## src/rtl/seg_scan_controller.sv

```systemverilog
// seg_scan_controller
//   Time-multiplexes one shared active-low 7-segment bus across NUM_DIGITS
//   common-anode digits. Each digit shows one hex nibble of a packed value.
//   A blanking gap precedes every digit to stop ghosting. New values only
//   reach the display at frame boundaries, so a frame never tears.
//
// Ports
//   clk          system clock, rising edge
//   rst_n        asynchronous active-low reset, released synchronously
//   value        packed hex digits, digit i = value[4i+3:4i]
//   value_valid  one-cycle load strobe for value and dp_mask
//   dp_mask      1 = light the decimal point on digit i
//   lz_blank     1 = blank leading zeros (sampled live)
//   seg          active-low segments {G,F,E,D,C,B,A}
//   dp           active-low decimal point
//   digit_en     active-low digit enables, at most one low
//   frame_done   one-cycle pulse during the last cycle of the last digit
//
// State table
//   state    | meaning
//   ST_BLANK | all digits off for BLANK_CYCLES cycles ahead of digit idx
//   ST_DRIVE | digit idx enabled for DWELL_CYCLES cycles with its segments

module seg_scan_controller #(
  parameter int NUM_DIGITS   = 4,
  parameter int DWELL_CYCLES = 50000,
  parameter int BLANK_CYCLES = 500
) (
  input  logic                    clk,
  input  logic                    rst_n,
  input  logic [4*NUM_DIGITS-1:0] value,
  input  logic                    value_valid,
  input  logic [NUM_DIGITS-1:0]   dp_mask,
  input  logic                    lz_blank,
  output logic [6:0]              seg,
  output logic                    dp,
  output logic [NUM_DIGITS-1:0]   digit_en,
  output logic                    frame_done
);

  localparam int MAX_PHASE = (DWELL_CYCLES > BLANK_CYCLES) ? DWELL_CYCLES : BLANK_CYCLES;
  localparam int CW        = $clog2(MAX_PHASE + 1);
  localparam int IW        = (NUM_DIGITS > 1) ? $clog2(NUM_DIGITS) : 1;

  localparam logic [CW-1:0] DWELL_LAST = CW'(DWELL_CYCLES - 1);
  localparam logic [CW-1:0] BLANK_LAST = CW'(BLANK_CYCLES - 1);
  localparam logic [IW-1:0] IDX_LAST   = IW'(NUM_DIGITS - 1);

  typedef enum logic {
    ST_BLANK = 1'b0,
    ST_DRIVE = 1'b1
  } state_t;

  state_t                  state_q, state_d;
  logic [IW-1:0]           idx_q, idx_d;
  logic [CW-1:0]           cnt_q, cnt_d;
  logic [4*NUM_DIGITS-1:0] pend_val_q, pend_val_d;
  logic [NUM_DIGITS-1:0]   pend_dp_q, pend_dp_d;
  logic [4*NUM_DIGITS-1:0] act_val_q, act_val_d;
  logic [NUM_DIGITS-1:0]   act_dp_q, act_dp_d;
  logic [6:0]              seg_q, seg_d;
  logic                    dp_q, dp_d;
  logic [NUM_DIGITS-1:0]   digit_en_q, digit_en_d;
  logic                    frame_done_q, frame_done_d;

  logic                    frame_end;
  logic [NUM_DIGITS-1:0]   lz_zero;
  logic                    zero_run;
  logic [3:0]              nib_sel;
  logic                    blank_sel;
  logic                    dp_sel;

  function automatic logic [6:0] hex_to_seg(input logic [3:0] nib);
    logic [6:0] s;
    case (nib)
      4'h0:    s = 7'b1000000;
      4'h1:    s = 7'b1111001;
      4'h2:    s = 7'b0100100;
      4'h3:    s = 7'b0110000;
      4'h4:    s = 7'b0011001;
      4'h5:    s = 7'b0010010;
      4'h6:    s = 7'b0000010;
      4'h7:    s = 7'b1111000;
      4'h8:    s = 7'b0000000;
      4'h9:    s = 7'b0010000;
      4'hA:    s = 7'b0001000;
      4'hB:    s = 7'b0000011;
      4'hC:    s = 7'b1000110;
      4'hD:    s = 7'b0100001;
      4'hE:    s = 7'b0000110;
      default: s = 7'b0001110;
    endcase
    return s;
  endfunction

  always_comb begin
    state_d    = state_q;
    idx_d      = idx_q;
    cnt_d      = cnt_q + CW'(1);
    pend_val_d = pend_val_q;
    pend_dp_d  = pend_dp_q;
    act_val_d  = act_val_q;
    act_dp_d   = act_dp_q;
    frame_end  = 1'b0;

    if (value_valid) begin
      pend_val_d = value;
      pend_dp_d  = dp_mask;
    end

    case (state_q)
      ST_BLANK: begin
        if (cnt_q == BLANK_LAST) begin
          state_d = ST_DRIVE;
          cnt_d   = '0;
        end
      end
      default: begin
        if (cnt_q == DWELL_LAST) begin
          state_d = ST_BLANK;
          cnt_d   = '0;
          if (idx_q == IDX_LAST) begin
            idx_d     = '0;
            frame_end = 1'b1;
          end else begin
            idx_d = idx_q + IW'(1);
          end
        end
      end
    endcase

    // A strobe landing on the boundary cycle goes straight to the display
    // rather than waiting a whole frame in the pending registers.
    if (frame_end) begin
      act_val_d = value_valid ? value   : pend_val_q;
      act_dp_d  = value_valid ? dp_mask : pend_dp_q;
    end

    // lz_zero[i] = nibbles NUM_DIGITS-1 down to i are all zero.
    zero_run = 1'b1;
    for (int i = NUM_DIGITS - 1; i >= 0; i--) begin
      zero_run   = zero_run & (act_val_d[4*i +: 4] == 4'h0);
      lz_zero[i] = zero_run;
    end

    // Outputs are built from next-state values so enables and segments
    // switch together on one edge.
    nib_sel    = 4'h0;
    blank_sel  = 1'b0;
    dp_sel     = 1'b0;
    digit_en_d = '1;
    for (int i = 0; i < NUM_DIGITS; i++) begin
      if (idx_d == IW'(i)) begin
        nib_sel   = act_val_d[4*i +: 4];
        blank_sel = lz_blank && (i != 0) && lz_zero[i];
        dp_sel    = act_dp_d[i];
        if (state_d == ST_DRIVE) begin
          digit_en_d[i] = 1'b0;
        end
      end
    end

    seg_d = 7'b1111111;
    dp_d  = 1'b1;
    if (state_d == ST_DRIVE) begin
      seg_d = blank_sel ? 7'b1111111 : hex_to_seg(nib_sel);
      dp_d  = ~dp_sel;
    end

    frame_done_d = (state_d == ST_DRIVE) && (idx_d == IDX_LAST) && (cnt_d == DWELL_LAST);
  end

  always_ff @(posedge clk or negedge rst_n) begin
    if (!rst_n) begin
      state_q      <= ST_BLANK;
      idx_q        <= '0;
      cnt_q        <= '0;
      pend_val_q   <= '0;
      pend_dp_q    <= '0;
      act_val_q    <= '0;
      act_dp_q     <= '0;
      seg_q        <= 7'b1111111;
      dp_q         <= 1'b1;
      digit_en_q   <= '1;
      frame_done_q <= 1'b0;
    end else begin
      state_q      <= state_d;
      idx_q        <= idx_d;
      cnt_q        <= cnt_d;
      pend_val_q   <= pend_val_d;
      pend_dp_q    <= pend_dp_d;
      act_val_q    <= act_val_d;
      act_dp_q     <= act_dp_d;
      seg_q        <= seg_d;
      dp_q         <= dp_d;
      digit_en_q   <= digit_en_d;
      frame_done_q <= frame_done_d;
    end
  end

  assign seg        = seg_q;
  assign dp         = dp_q;
  assign digit_en   = digit_en_q;
  assign frame_done = frame_done_q;

endmodule

```

## config.mk

```make
export PLATFORM = sky130hd
export DESIGN_NAME = seg_scan_controller
export DESIGN_NICKNAME = d
export VERILOG_FILES = /design/src/rtl/seg_scan_controller.sv
export SDC_FILE = /design/constraint.sdc
export NUM_CORES = 1
export LEC_CHECK = 0
export CORE_MARGIN = 5
export CORE_UTILIZATION = 60
export CTS_CLUSTER_DIAMETER = 60
export DETAILED_ROUTE_END_ITERATION = 6
export PLACE_DENSITY = 0.81
export SYNTH_ARGS = -nofsm -noshare
export SYNTH_HDL_FRONTEND = slang
export SYNTH_SLANG_ARGS = --single-unit
```

## constraint.sdc

```tcl
create_clock -name clk -period 5.69 [get_ports clk]
set_input_delay 1.707 -clock clk [delete_from_list [all_inputs] [get_ports clk]]
set_output_delay 1.707 -clock clk [all_outputs]
set_load 0.02 [all_outputs]
```

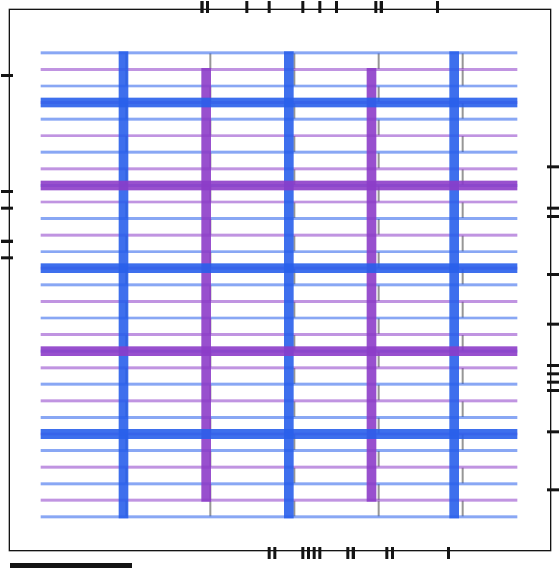
Fig. 1. PDN straps and rails (run 1).
Bar = 20 um. Pins as bars on the die edge. Tap cells in gray.
VSS -> blue
VDD -> purple
met4 straps = 5
tap cells = 75
rows = 28
met1 rails = 29
Die Span X: 88.6 um
Placeable Area: 0.00596 mm^2

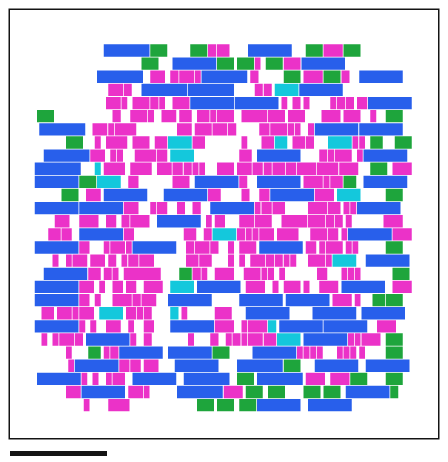
Fig. 2. Placed cells, one color a class (run 1).
Bar = 20 um.
remaining logic cells -> magenta  # cells 272
remaining buffers and delay cells -> green  # cells 41
clock drivers and dummy loads -> cyan  # cells 15
sequential cells -> blue  # cells 72
post-route cell area: 0.00431 mm^2
site row count: 28
Final Util: 72.3%

==> run notes, run 1 <==
From the run reports.

- The report gives the cell count of the worst hold path as 1.
- The number of synthesized flops with an enable pin is 0.
- The area growth from synthesis to layout is 16.1%.
- The combined area of the multi-input logic cells is approximately 0.0018 mm^2.
- The multi-input logic portion of the cell area is about two fifths.
- The routed layout reports a DRC error count of 2.
- The number of fill cells in the layout is 451.
- The yosys stat chip area is 0.00371 mm^2.
- The initial DRC count is 216.
- The synthesized instance count is between 300 and 400.
- The overall overflow remaining after global route reads 0.
- The met2 track demand over resource in global routing is approximately 39%.
- The capturing element type of the critical path is a flop.
- The CTS tree is done.
- The run finished, with violations left.
- The number of max-capacitance violations reported is 0.
- The required time of the critical path reads a little under 6 ns.
- The main kind of combinational logic by area reads simple AND/OR/NAND/NOR gates.
- The critical path capture point is seg[0].
- The met3 wirelength from detailed routing is about 480 um.
- Setup repair after global routing left no endpoint under its margin.
- The checks that failed: design-rule violations.
- The async set-or-reset flop fraction in the synthesized netlist reads 100%.
- The clock-pin slew reported for the worst setup and hold paths after clock tree synthesis reads about 0.070 ns.
- The total power reads 0.000944 W.
- Total power normalized to cell area comes to roughly 220 mW/mm^2.
- In the per-layer breakdown of the detailed-route log, met1 shows roughly 3.6 mm.
- The instance count after placement with tap cells included reads 460.
- The final-report setup violation count reads 0.
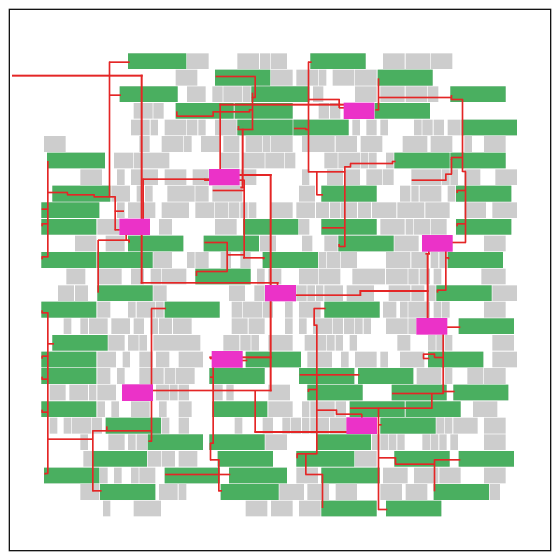
Fig. 3. Clock network drawn from the DEF (run 1).
clock wires -> red  # length 871 um
flip-flops -> green  # count 72
clock-net drivers -> magenta  # count 9
flops lie = all over the die
part of the total power dissipated in the clock network: 38.1%
clock network power consumption: 0.000359 W
Setup Skew: 0.0123 ns
source-to-sink clock delay at the later pin of the worst-skew pair: 0.35 ns

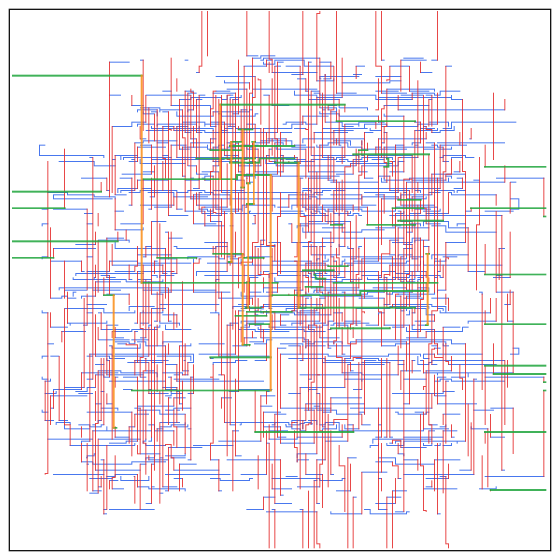
Fig. 4. Signal wires by layer (run 1).
M4 -> orange  # wire length 214 um
M3 -> green  # wire length 484 um
M1 -> blue  # wire length 3580 um
M2 -> red  # wire length 4210 um

==> run 1: state kept, by name (all words and copies together) (netlist names) <==
| signal | count |
|---|---|
| act_val_q | 16 |
| cnt_q | 16 |
| pend_val_q | 16 |
| seg | 7 |
| act_dp_q | 4 |
| digit_en | 4 |
| pend_dp_q | 4 |
| idx_q | 2 |
| dp | 1 |
| frame_done | 1 |
| state_q | 1 |
==> run 1: synth_stat cells, drive strengths merged, types with 2 or more instances <==
master	count
a211oi	5
a21o	3
a21oi	3
a22oi	2
and2	4
and3	4
buf	3
clkbuf	10
dfrtp	60
dfstp	12
ha	7
inv	21
mux2	21
mux2i	18
nand2	45
nand2b	2
nand3	18
nand3b	2
nand4	4
nor2	27
nor3	2
nor4	6
o2111ai	3
o211a	2
o211ai	3
o21ai	17
o221ai	6
o311ai	2
or2	3
or3	2
or4	7
or4bb	2
xnor2	11
xor2	4
==> run 1: worst max-delay path: stages <==
cell                              delay, ns
sky130_fd_sc_hd__clkdlybuf4s50_1       0.80
sky130_fd_sc_hd__buf_4                 0.26
sky130_fd_sc_hd__mux2_2                0.19
sky130_fd_sc_hd__mux2i_1               0.12
sky130_fd_sc_hd__and2_1                0.20
sky130_fd_sc_hd__or2_2                 0.34
sky130_fd_sc_hd__inv_1                 0.09
sky130_fd_sc_hd__ha_1                  0.26
sky130_fd_sc_hd__inv_1                 0.08
sky130_fd_sc_hd__o211a_1               0.13
sky130_fd_sc_hd__a311oi_1              0.27
sky130_fd_sc_hd__mux2i_1               0.12
sky130_fd_sc_hd__a22oi_1               0.21
==> run 1: power by group <==
part | switching (W) | internal [W] | total, W
registers | 0.00000340 | 0.000526 | 0.000529
clock network | 0.000181 | 0.000178 | 0.000359
logic | 0.0000271 | 0.0000278 | 0.0000549
total | 0.000212 | 0.000732 | 0.000944
==> run 2, diff against run 1 <==
CORE_UTILIZATION = 57   (was 60)
PLACE_DENSITY = 0.78   (was 0.81)
clock period = 4.5 ns   (was 5.69 ns; I/O delays follow)
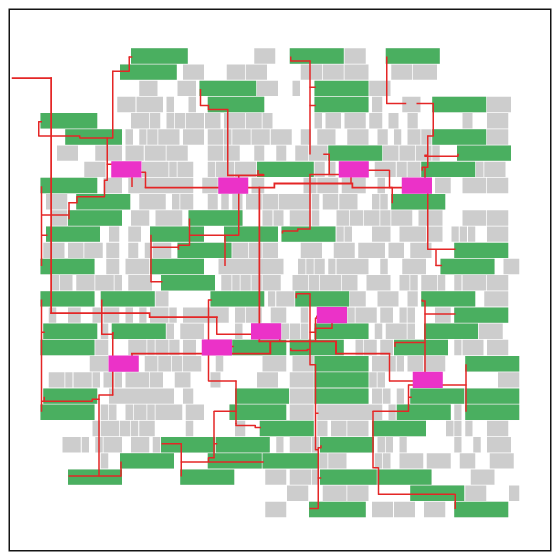
Fig. 5. Clock network drawn from the DEF (run 2).
clock wires -> red  # length 800 um
flip-flops -> green  # count 72
clock-net drivers -> magenta  # count 9
flops lie = all over the die
routed clock nets = 10
Setup Skew: 0.00583 ns
clock network power consumption: 0.000665 W

==> run 2 against run 1 <==
Effect of this change:
- the flow now finishes without violations
- largest power group unchanged
- first-iteration DRC count fell by 7.4%
- sequential share of layout area decreased by 1.7 points
- final area rose by 4.2%
- global-route usage shrank 1.3 points
- worst hold slack better by 0.00091 ns
- total power up 49%
- worst setup slack worse by 0.66 ns
- critical path type unchanged
==> run notes, run 2 <==
From the run reports.

- The run finished with clean final reports.
- The required time at the worst endpoint is listed as ~4.7 ns.
- The most numerous cell type found on the critical path is sky130_fd_sc_hd__inv_1.
- Of the total power, the share spent switching nets is 19.8%.
- The async set-or-reset flop fraction in the synthesized netlist is 100%.
- The combinational-cell power consumption reads approximately 0.000071 W.
- The clock share of power reads between 40% and 50%.
- The capturing element type of the critical path reads a flop.
- The final-report setup violation count is 0.
- The power report lists the sequential group at between 0.0006 and 0.0007 W.
- The clock-pin slew reported for the worst setup and hold paths after clock tree synthesis reads 0.08 ns.
- The number of synthesized flops with an enable pin is 0.
- Looking at the power breakdown, combinational cells take 5.0% of the total.
- The heaviest power group is sequential cells.
- The area growth from synthesis to layout reads 20.9%.
- The tool flagged a number of max-cap violations equal to 0.
- The flow reports that sequential cells draw a little under half of the design power.
- The most frequently used cell type in the post-synthesis netlist reads sky130_fd_sc_hd__dfrtp_1.
- The internal power contribution is around 0.0011 W.
- The horizontal die size reads ~91 um.
- The largest incremental delay on the critical path reads just under 0.8 ns.
- After synthesis, the most frequently instantiated cells are 60 x sky130_fd_sc_hd__dfrtp_1, 45 x sky130_fd_sc_hd__nand2_1, 26 x sky130_fd_sc_hd__nor2_1.
- The cell with the largest stage delay on the worst path is sky130_fd_sc_hd__clkdlybuf4s50_1.
- Setup repair after global routing left no endpoint under its margin.
- After detailed placement, the design holds a cell count of about 470.
- The largest registers in the layout are act_val_q x16, cnt_q x16, pend_val_q x16.
- The gate count of the mapped netlist reads 357.
- The combined buffer and inverter count along the critical path reads 4.
- The overall overflow remaining after global route is 0.
- The initial DRC count is around 200.
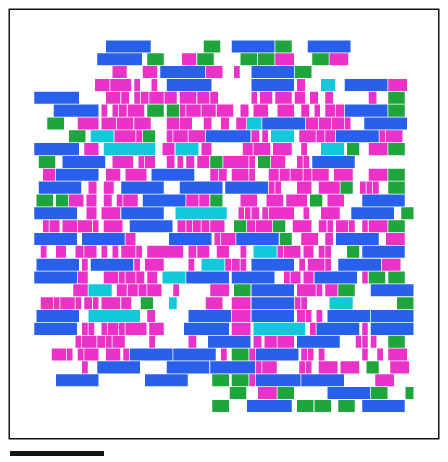
Fig. 6. Placed cells, one color a class (run 2).
Bar = 20 um.
remaining buffers and delay cells -> green  # cells 52
remaining logic cells -> magenta  # cells 272
clock drivers and dummy loads -> cyan  # cells 16
sequential cells -> blue  # cells 72
post-route cell area: 0.00449 mm^2
Final Util: 70.7%
site row count: 29

run 2: through the flow:
step	setup slack [ns]	utilization, %	total power, W
2_1_floorplan	0.561	-	0.000709
3_3_place_gp	0.294	66.5	0.000750
3_5_place_dp	0.228	66.5	0.000754
4_1_cts	0.554	70.7	0.00142
5_1_grt	0.321	70.7	0.00146
6_report	0.512	70.7	0.00141
run 2: layout make-up:
class / instances / area [um^2]
fillers: 471 / 1860
flip-flops and latches: 72 / 1820
multi-input cells: 251 / 1750
repair buffers: 52 / 475
clock inverters: 7 / 143
clock buffers: 9 / 124
well taps: 77 / 96.3
inverters: 21 / 78.8
run 2: path summary, 6_finish.rpt:
kind	startpoint	cells after the start	slack, ns	to
worst max-delay path	value_valid	13	0.51	seg[1]
worst min-delay path	act_dp_q[0]	2	0.48	act_dp_q[0]
worst max register to register	cnt_q[5]	13	0.56	seg[0]
worst min register to register	act_dp_q[0]	2	0.48	act_dp_q[0]
max in group asynchronous	rst_n	2	2.50	seg[3]
min in group asynchronous	rst_n	1	1.16	pend_dp_q[2]
run 2: routing by layer:
metal	track usage [%]	share of wire (%)	vias to the layer above
met2	36.7	51	118
met3	6.25	6.6	10
li1	-	-	1383
met5	0	0	-
met4	6.33	1.5	0
met1	28.2	41	1453
run 2: logic make-up after synthesis:
logic type                 count (synthesis)  synth area share, %
and+or+nand+nor                          133                 18.7
DFF                                       72                 49.0
AOI/OAI and AO/OA                         57                 11.4
muxes                                     39                 11.2
buffers and inverters                     34                 3.78
xor gates and xnor gates                  15                 3.54
adders and majority gates                  7                 2.36
run 2: tightest hold or removal path, stage by stage (launching register included):
cell and delay [ns]:
sky130_fd_sc_hd__dfrtp_1 0.32, sky130_fd_sc_hd__nand2_1 0.04, sky130_fd_sc_hd__nand2_1 0.08
Power is estimated from default activity; no workload was simulated.
